## src/rtl/ethernet_udp_tx_scheduler_pkg.sv

```systemverilog
// Shared Ethernet types: per-frame IP/UDP header fields and the TX scheduler state.
// Imported by the scheduler and its round-robin arbiter.
package ethernet_udp_tx_scheduler_pkg;

    typedef struct packed {
        logic [47:0] dest_mac;
        logic [31:0] src_ip;
        logic [31:0] dest_ip;
        logic [15:0] src_port;
        logic [15:0] dest_port;
    } IPInfo;

    typedef enum logic [1:0] {
        IDLE      = 2'd0,
        LAUNCH    = 2'd1,
        WAIT_BUSY = 2'd2,
        WAIT_DONE = 2'd3
    } tx_sched_state_t;

endpackage

```

## src/rtl/ethernet_udp_tx_scheduler_rr_arbiter.sv

```systemverilog
// Combinational round-robin arbiter: grants the first request at or above ptr_i,
// wrapping from N-1 back to 0.
module rr_arbiter #(
    parameter int N  = 4,
    parameter int IW = (N > 1) ? $clog2(N) : 1
) (
    input  logic [N-1:0]  req_i,
    input  logic [IW-1:0] ptr_i,
    output logic [N-1:0]  gnt_o,
    output logic [IW-1:0] gnt_idx_o,
    output logic          any_o
);

    always_comb begin
        int unsigned idx;
        idx       = 0;
        gnt_o     = '0;
        gnt_idx_o = '0;
        any_o     = 1'b0;
        for (int k = 0; k < N; k++) begin
            // Explicit wrap so non-power-of-two N behaves correctly.
            idx = int'(ptr_i) + k;
            if (idx >= N) begin
                idx = idx - N;
            end
            if (!any_o && req_i[idx]) begin
                any_o      = 1'b1;
                gnt_o[idx] = 1'b1;
                gnt_idx_o  = IW'(idx);
            end
        end
    end

endmodule

```

## src/rtl/ethernet_udp_tx_scheduler.sv

```systemverilog
// Shares one UDP transmitter between NUM_CH sources: round-robin grant, one-cycle
// send pulse, then wait for the transmitter to go busy and come back ready.
module ethernet_udp_tx_scheduler
    import ethernet_udp_tx_scheduler_pkg::*;
#(
    parameter int NUM_CH       = 4,
    parameter int DATA_BYTES   = 16,
    parameter int BUSY_TIMEOUT = 64
) (
    input  logic                           clk_i,
    input  logic                           reset_i,
    input  logic [NUM_CH-1:0]              ch_valid_i,
    input  logic [NUM_CH*8*DATA_BYTES-1:0] ch_data_i,
    input  IPInfo                          ch_ip_info_i [NUM_CH],
    output logic [NUM_CH-1:0]              ch_ready_o,
    output logic [NUM_CH-1:0]              ch_done_o,
    output logic [NUM_CH-1:0]              ch_error_o,
    output logic [8*DATA_BYTES-1:0]        tx_data_o,
    output IPInfo                          tx_ip_info_o,
    output logic                           tx_send_o,
    input  logic                           tx_ready_i,
    output logic                           busy_o,
    output tx_sched_state_t                state_o
);

    localparam int DW    = 8 * DATA_BYTES;
    localparam int IDX_W = (NUM_CH > 1) ? $clog2(NUM_CH) : 1;
    localparam int CNT_W = (BUSY_TIMEOUT > 1) ? $clog2(BUSY_TIMEOUT) : 1;
    localparam logic [CNT_W-1:0] CNT_LAST = CNT_W'(BUSY_TIMEOUT - 1);
    localparam logic [IDX_W-1:0] IDX_LAST = IDX_W'(NUM_CH - 1);

    tx_sched_state_t   state_q, state_d;
    logic [IDX_W-1:0]  rr_ptr_q, rr_ptr_d;
    logic [IDX_W-1:0]  cur_q, cur_d;
    logic [IDX_W-1:0]  cur_next;
    logic [CNT_W-1:0]  cnt_q, cnt_d;
    logic [DW-1:0]     tx_data_q, tx_data_d;
    IPInfo             tx_ip_q, tx_ip_d;
    logic [NUM_CH-1:0] done_q, done_d;

    logic [NUM_CH-1:0] gnt;
    logic [IDX_W-1:0]  gnt_idx;
    logic              gnt_any;
    logic [NUM_CH-1:0] ready_c;
    logic [NUM_CH-1:0] error_c;
    logic              send_c;

    rr_arbiter #(
        .N  (NUM_CH),
        .IW (IDX_W)
    ) u_rr_arbiter (
        .req_i     (ch_valid_i),
        .ptr_i     (rr_ptr_q),
        .gnt_o     (gnt),
        .gnt_idx_o (gnt_idx),
        .any_o     (gnt_any)
    );

    assign cur_next = (cur_q == IDX_LAST) ? '0 : cur_q + IDX_W'(1);

    always_comb begin
        state_d   = state_q;
        rr_ptr_d  = rr_ptr_q;
        cur_d     = cur_q;
        cnt_d     = cnt_q;
        tx_data_d = tx_data_q;
        tx_ip_d   = tx_ip_q;
        done_d    = '0;
        ready_c   = '0;
        error_c   = '0;
        send_c    = 1'b0;
        case (state_q)
            IDLE: begin
                // The done pulse cycle is a spacer: the next grant comes one cycle later.
                if (tx_ready_i && gnt_any && (done_q == '0)) begin
                    ready_c   = gnt;
                    tx_data_d = ch_data_i[int'(gnt_idx)*DW +: DW];
                    tx_ip_d   = ch_ip_info_i[gnt_idx];
                    cur_d     = gnt_idx;
                    state_d   = LAUNCH;
                end
            end
            LAUNCH: begin
                send_c  = 1'b1;
                cnt_d   = '0;
                state_d = WAIT_BUSY;
            end
            WAIT_BUSY: begin
                if (!tx_ready_i) begin
                    state_d = WAIT_DONE;
                end else if (cnt_q == CNT_LAST) begin
                    error_c[cur_q] = 1'b1;
                    rr_ptr_d       = cur_next;
                    state_d        = IDLE;
                end else begin
                    cnt_d = cnt_q + CNT_W'(1);
                end
            end
            WAIT_DONE: begin
                if (tx_ready_i) begin
                    done_d[cur_q] = 1'b1;
                    rr_ptr_d      = cur_next;
                    state_d       = IDLE;
                end
            end
            default: state_d = IDLE;
        endcase
    end

    always_ff @(posedge clk_i) begin
        if (!reset_i) begin
            state_q   <= IDLE;
            rr_ptr_q  <= '0;
            cur_q     <= '0;
            cnt_q     <= '0;
            tx_data_q <= '0;
            tx_ip_q   <= '0;
            done_q    <= '0;
        end else begin
            state_q   <= state_d;
            rr_ptr_q  <= rr_ptr_d;
            cur_q     <= cur_d;
            cnt_q     <= cnt_d;
            tx_data_q <= tx_data_d;
            tx_ip_q   <= tx_ip_d;
            done_q    <= done_d;
        end
    end

    // Strobes are masked while reset is held so an aborted frame never reports.
    assign ch_ready_o   = ready_c & {NUM_CH{reset_i}};
    assign ch_error_o   = error_c & {NUM_CH{reset_i}};
    assign tx_send_o    = send_c & reset_i;
    assign ch_done_o    = done_q;
    assign tx_data_o    = tx_data_q;
    assign tx_ip_info_o = tx_ip_q;
    assign busy_o       = (state_q != IDLE);
    assign state_o      = state_q;

endmodule

```

## config.mk

```make
export PLATFORM = sky130hd
export DESIGN_NAME = ethernet_udp_tx_scheduler
export DESIGN_NICKNAME = d
export VERILOG_FILES = /design/src/rtl/ethernet_udp_tx_scheduler_pkg.sv /design/src/rtl/ethernet_udp_tx_scheduler_rr_arbiter.sv /design/src/rtl/ethernet_udp_tx_scheduler.sv
export SDC_FILE = /design/constraint.sdc
export NUM_CORES = 1
export LEC_CHECK = 0
export CAP_MARGIN = 20
export CORE_AREA = 2 2 532 534
export CTS_BUF_LIST = sky130_fd_sc_hd__clkbuf_16
export CTS_CLUSTER_DIAMETER = 80
export DETAILED_ROUTE_END_ITERATION = 6
export DIE_AREA = 0 0 534 536
export PLACE_DENSITY = 0.3
export REMOVE_ABC_BUFFERS = 1
export SLEW_MARGIN = 20
export SYNTH_ARGS = -nofsm -noshare
export SYNTH_HDL_FRONTEND = slang
export SYNTH_HIERARCHICAL = 1
export SYNTH_SLANG_ARGS = --single-unit
```

## constraint.sdc

```tcl
create_clock -name clk_i -period 4.64 [get_ports clk_i]
set_input_delay 1.16 -clock clk_i [delete_from_list [all_inputs] [get_ports clk_i]]
set_output_delay 1.16 -clock clk_i [all_outputs]
set_load 0.03 [all_outputs]
```

==> flow_summary.yaml, run 1 <==
# implementation run metrics
status:
  status: "finished, final reports clean"
clock_network:
  numCtsBuffers: 49
  cts_tree: "done"
  cts_max_path_buffers: 3
synth:
  yosysWarningCount: 6
  synthAdderAreaFrac_pct: 0.953
  mux_share_pct: 36.6
  flop_cell: "dfxtp_1"
  synth-simple-area-share_pct: 14.0
  yosys_area_sq_um: 17100
  netlist_area_sq_um: 17100
final_timing:
  rsz0062_at_grt: "yes"
  fin_ws_ns: 0.0681
  final_hold_viol_count: 0
  maxSlewHeadroom_pct: 34.4
floorplan:
  die_w_um: 534
  initCoreUtil_pct: 6.08
setup_path:
  critPathRequiredTime_ns: 3.48
  crit_path_end_kind: "output port"
  path_cells: "clkdlybuf4s50_1 > mux4_2 > nor3_1 > nand2b_1 > nor4b_2 > and4b_4 > and3_2 > buf_12"
min_path:
  hold_class: "flop to flop"
finish:
  nets: 4147
grt:
  antenna_found_initial: 111
pwr:
  p_sw_share_pct: 35.4
  pwr-share-seq_pct: 27.4
  power_switching_mw: 3.68
  clkPwrFrac_pct: 34.0
place:
  place_congestion: 0.865
detailed_routing:
  drcViolationCount: 0
-- run 1: power by group through the flow --
stage	Combinational (mW)	Sequential (mW)	Clock (mW)
after floorplan	1.82	3.30	0
after global placement	4.14	2.90	0
after detailed placement	4.14	2.90	0
after CTS	4.16	2.85	3.76
after global routing	4.29	2.88	3.80
final	4.02	2.85	3.53
-- run 1: registers in the layout, indices dropped and copies added, names as in the netlist --
signal / cells
ch_done_o: 4
cnt_q: 6
cur_q: 2
rr_ptr_q: 2
state_o: 2
tx_data_o: 128
tx_ip_info_o: 144
-- run 1: layer usage --
metal / wire (um) / up-vias
met5: 192 / -
met4: 4260 / 30
met3: 20700 / 246
met2: 87700 / 1125
met1: 74900 / 10000
li1: - / 8918
-- run 1: placed cells by master, fill, tap and decap left out, types with 8 or more instances in the layout --
cell type	synthesis	layout
o21ai_0	8	8
diode_2	0	34
clkinv_2	0	9
dfxtp_1	288	288
clkdlybuf4s50_1	0	1374
buf_12	0	22
a22oi_1	9	9
a21oi_1	278	278
ha_1	13	13
nand2_1	553	553
mux4_2	274	275
and2_1	10	10
buf_4	35	90
clkbuf_16	0	49
inv_1	10	21
-- run 1: worst max-delay path, delay by kind of cell --
kind | cells | cell delay, ns
buffers and inverters | 2 | 0.64
and+or+nand+nor | 5 | 1.06
muxes | 1 | 0.54
-- run 1: metrics by stage --
stage                     setup TNS [ns]  instance area, sq um
after floorplan                 -9657.95                 16200
after global placement           -0.0847                 35800
after detailed placement         -0.0895                 35800
after CTS                              0                 37300
after global routing           -0.000243                 37300
final                                  0                 37400
-- run 1: area by class of cell --
cell class              count  area, sq um
flip-flops and latches    288         5770
diodes                     34         85.1
clock inverters            34          246
fillers                 31800       243000
inverters                  10         45.0
well taps                3743         4680
multi-input cells        1204        10500
repair buffers           1486        14900
clock buffers              49         1230
Fig. 1: run 1, signal wires on met3
(1 px per um)
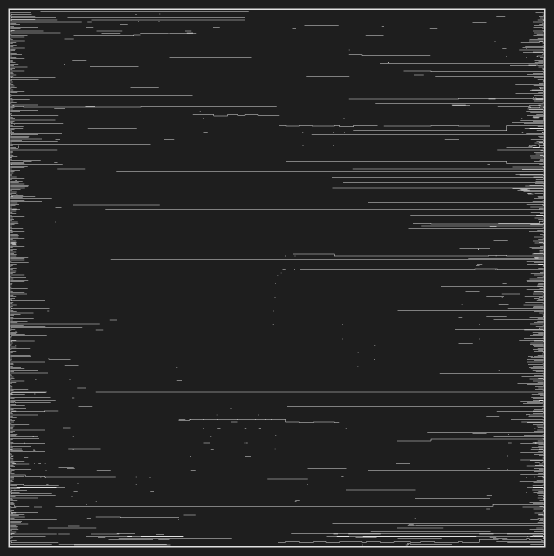
nets with wire on the layer = 886
longest straight run = 448 um
Detailed Route WL: 188 mm
vias post-DR: 20400
met3 usage: 6.04%

Fig. 2: run 1, routing congestion map
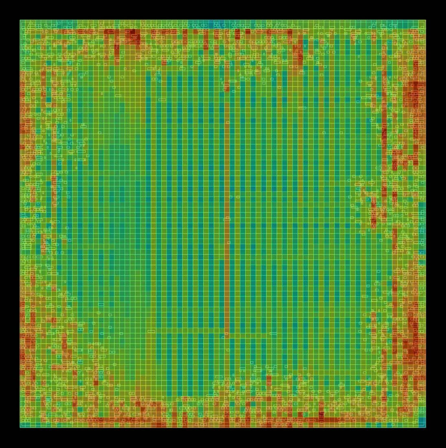
DR WL/cell: 27.4 um
met2 GRT Util: 21.3%
met1 Usage GRT: 14.4%
GRT Util Overall: 12.6%
Util after Layout: 13.3%

Fig. 3: run 1, the metal 2 layer
(1 px per um)
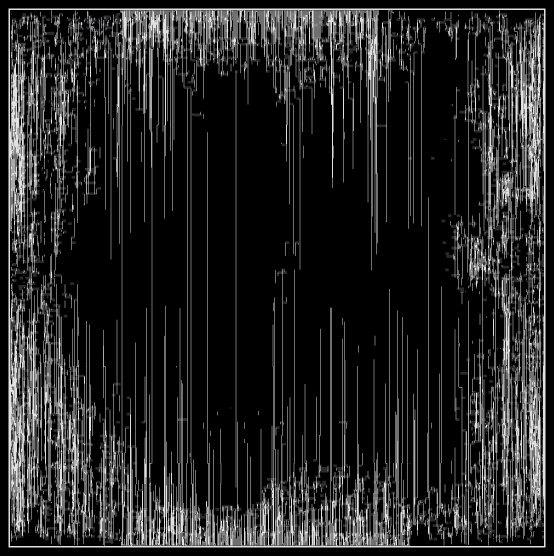
share of all routed wire = 47%
longest straight run = 416 um
wire length on this layer = 87.7 mm
main direction = vertical

==> run 1 -> run 2 <==
--- a/config.mk
+++ b/config.mk
@@ -12,6 +12,7 @@
 export DETAILED_ROUTE_END_ITERATION = 6
 export DIE_AREA = 0 0 534 536
 export PLACE_DENSITY = 0.3
+export RECOVER_POWER = 25
 export REMOVE_ABC_BUFFERS = 1
 export SLEW_MARGIN = 20
 export SYNTH_ARGS = -nofsm -noshare
Fig. 4: run 2, signal wires on met3
(1 px per um)
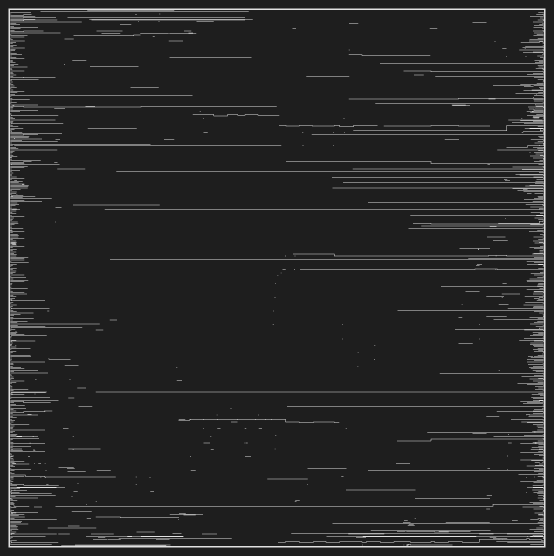
main direction = horizontal
share of all routed wire = 11%
vias post-DR: 20300
Detailed Route WL: 188 mm

Fig. 5: run 2, the metal 2 layer
(1 px per um)
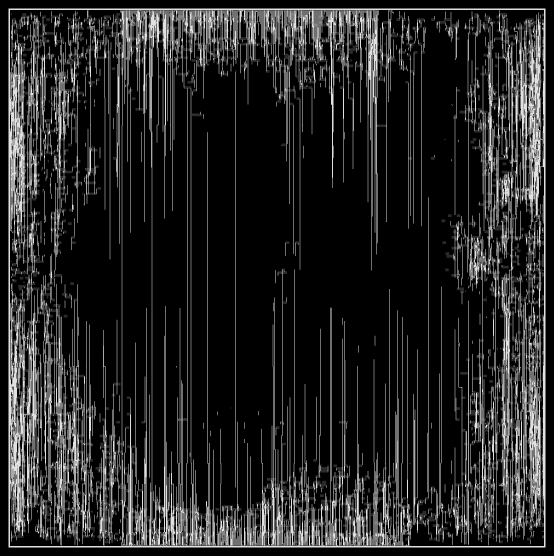
wire length on this layer = 87.9 mm
nets with wire on the layer = 3711
main direction = vertical
longest straight run = 415 um

==> flow_summary.yaml, run 2 <==
# implementation run metrics
finish:
  nets: 4147
  logic_area_sq_um: 10500
  largest_reg_flops: 144
setup_path:
  path_cells: "clkdlybuf4s50_1 > mux4_2 > buf_4 > nor4b_4 > a22oi_1 > o21ai_0 > and3_1 > buf_4"
  path_buffers: 3
  crit_path_end_kind: "output port"
synth:
  flop_cell: "dfxtp_1"
  yosys_area_sq_um: 17100
floorplan:
  initCoreUtil_pct: 6.08
final_timing:
  drv_slew: 27
  rsz0062_at_grt: "yes"
  final_hold_viol_count: 0
pwr:
  clkPwrFrac_pct: 34.1
  power_leader: "combinational cells"
  power_switching_mw: 3.67
clock_network:
  cts_tree: "done"
  numCtsBuffers: 49
  cts_max_path_buffers: 3
detailed_routing:
  drcViolationCount: 0
  wl_per_cell_um: 27.4
job:
  cap_viol_max_count: 1
place:
  placed_cell_area_sq_um: 35800
grt:
  grt_use_total_pct: 12.6
  antenna_found_initial: 114
status:
  status: "finished, violations left"
  failed_checks: "max-capacitance violations, max-slew violations"
min_path:
  hold_class: "flop to flop"
-- run 2: cell count changes in the layout (fill, tap and decap cells not counted) --
| cell | previous run | this run |
|---|---|---|
| clkdlybuf4s50_1 | 1374 | 1246 |
| and2_1 | 10 | 6 |
| diode_2 | 34 | 27 |
| clkbuf_1 | 0 | 4 |
| buf_4 | 90 | 86 |
| and2_0 | 0 | 4 |
| dlygate4sd3_1 | 0 | 128 |
-- run 2: routing by layer --
metal,global-route usage [%],share of wire (%)
met2,21.3,47
met5,0,0.10
met4,2.32,2.1
met3,6.04,11
met1,14.4,40
-- run 2: final cells by class --
| class | instances | area share (%) |
|---|---|---|
| Timing Repair Buffer | 1486 | 39.8 |
| Multi-Input combinational cell | 1204 | 28.0 |
| Sequential cell | 288 | 15.4 |
| Tap cell | 3743 | 12.5 |
| Clock buffer | 49 | 3.28 |
| Clock inverter | 34 | 0.660 |
| Antenna cell | 27 | 0.181 |
| Inverter | 10 | 0.121 |
-- run 2: final timing paths --
| kind | startpoint | to | slack (ns) | cells past startpoint |
|---|---|---|---|---|
| worst min register to register | tx_ip_info_o[31] | tx_ip_info_o[31] | 0.45 | 2 |
| worst max-delay path | ch_valid_i[2] | ch_ready_o[1] | 0.05 | 8 |
| worst min-delay path | tx_ip_info_o[31] | tx_ip_info_o[31] | 0.45 | 2 |
| worst max register to register | rr_ptr_q[1] | tx_ip_info_o[95] | 0.92 | 12 |
-- run 2: cells by family after synthesis --
| logic type | count (synthesis) |
|---|---|
| and+or+nand+nor | 600 |
| AOI/OAI and AO/OA | 311 |
| DFF | 288 |
| muxes | 279 |
| buffers and inverters | 169 |
| adders and majority gates | 13 |
| xor gates and xnor gates | 1 |
Power figures rest on the tool's default switching activity, not on a simulated workload.
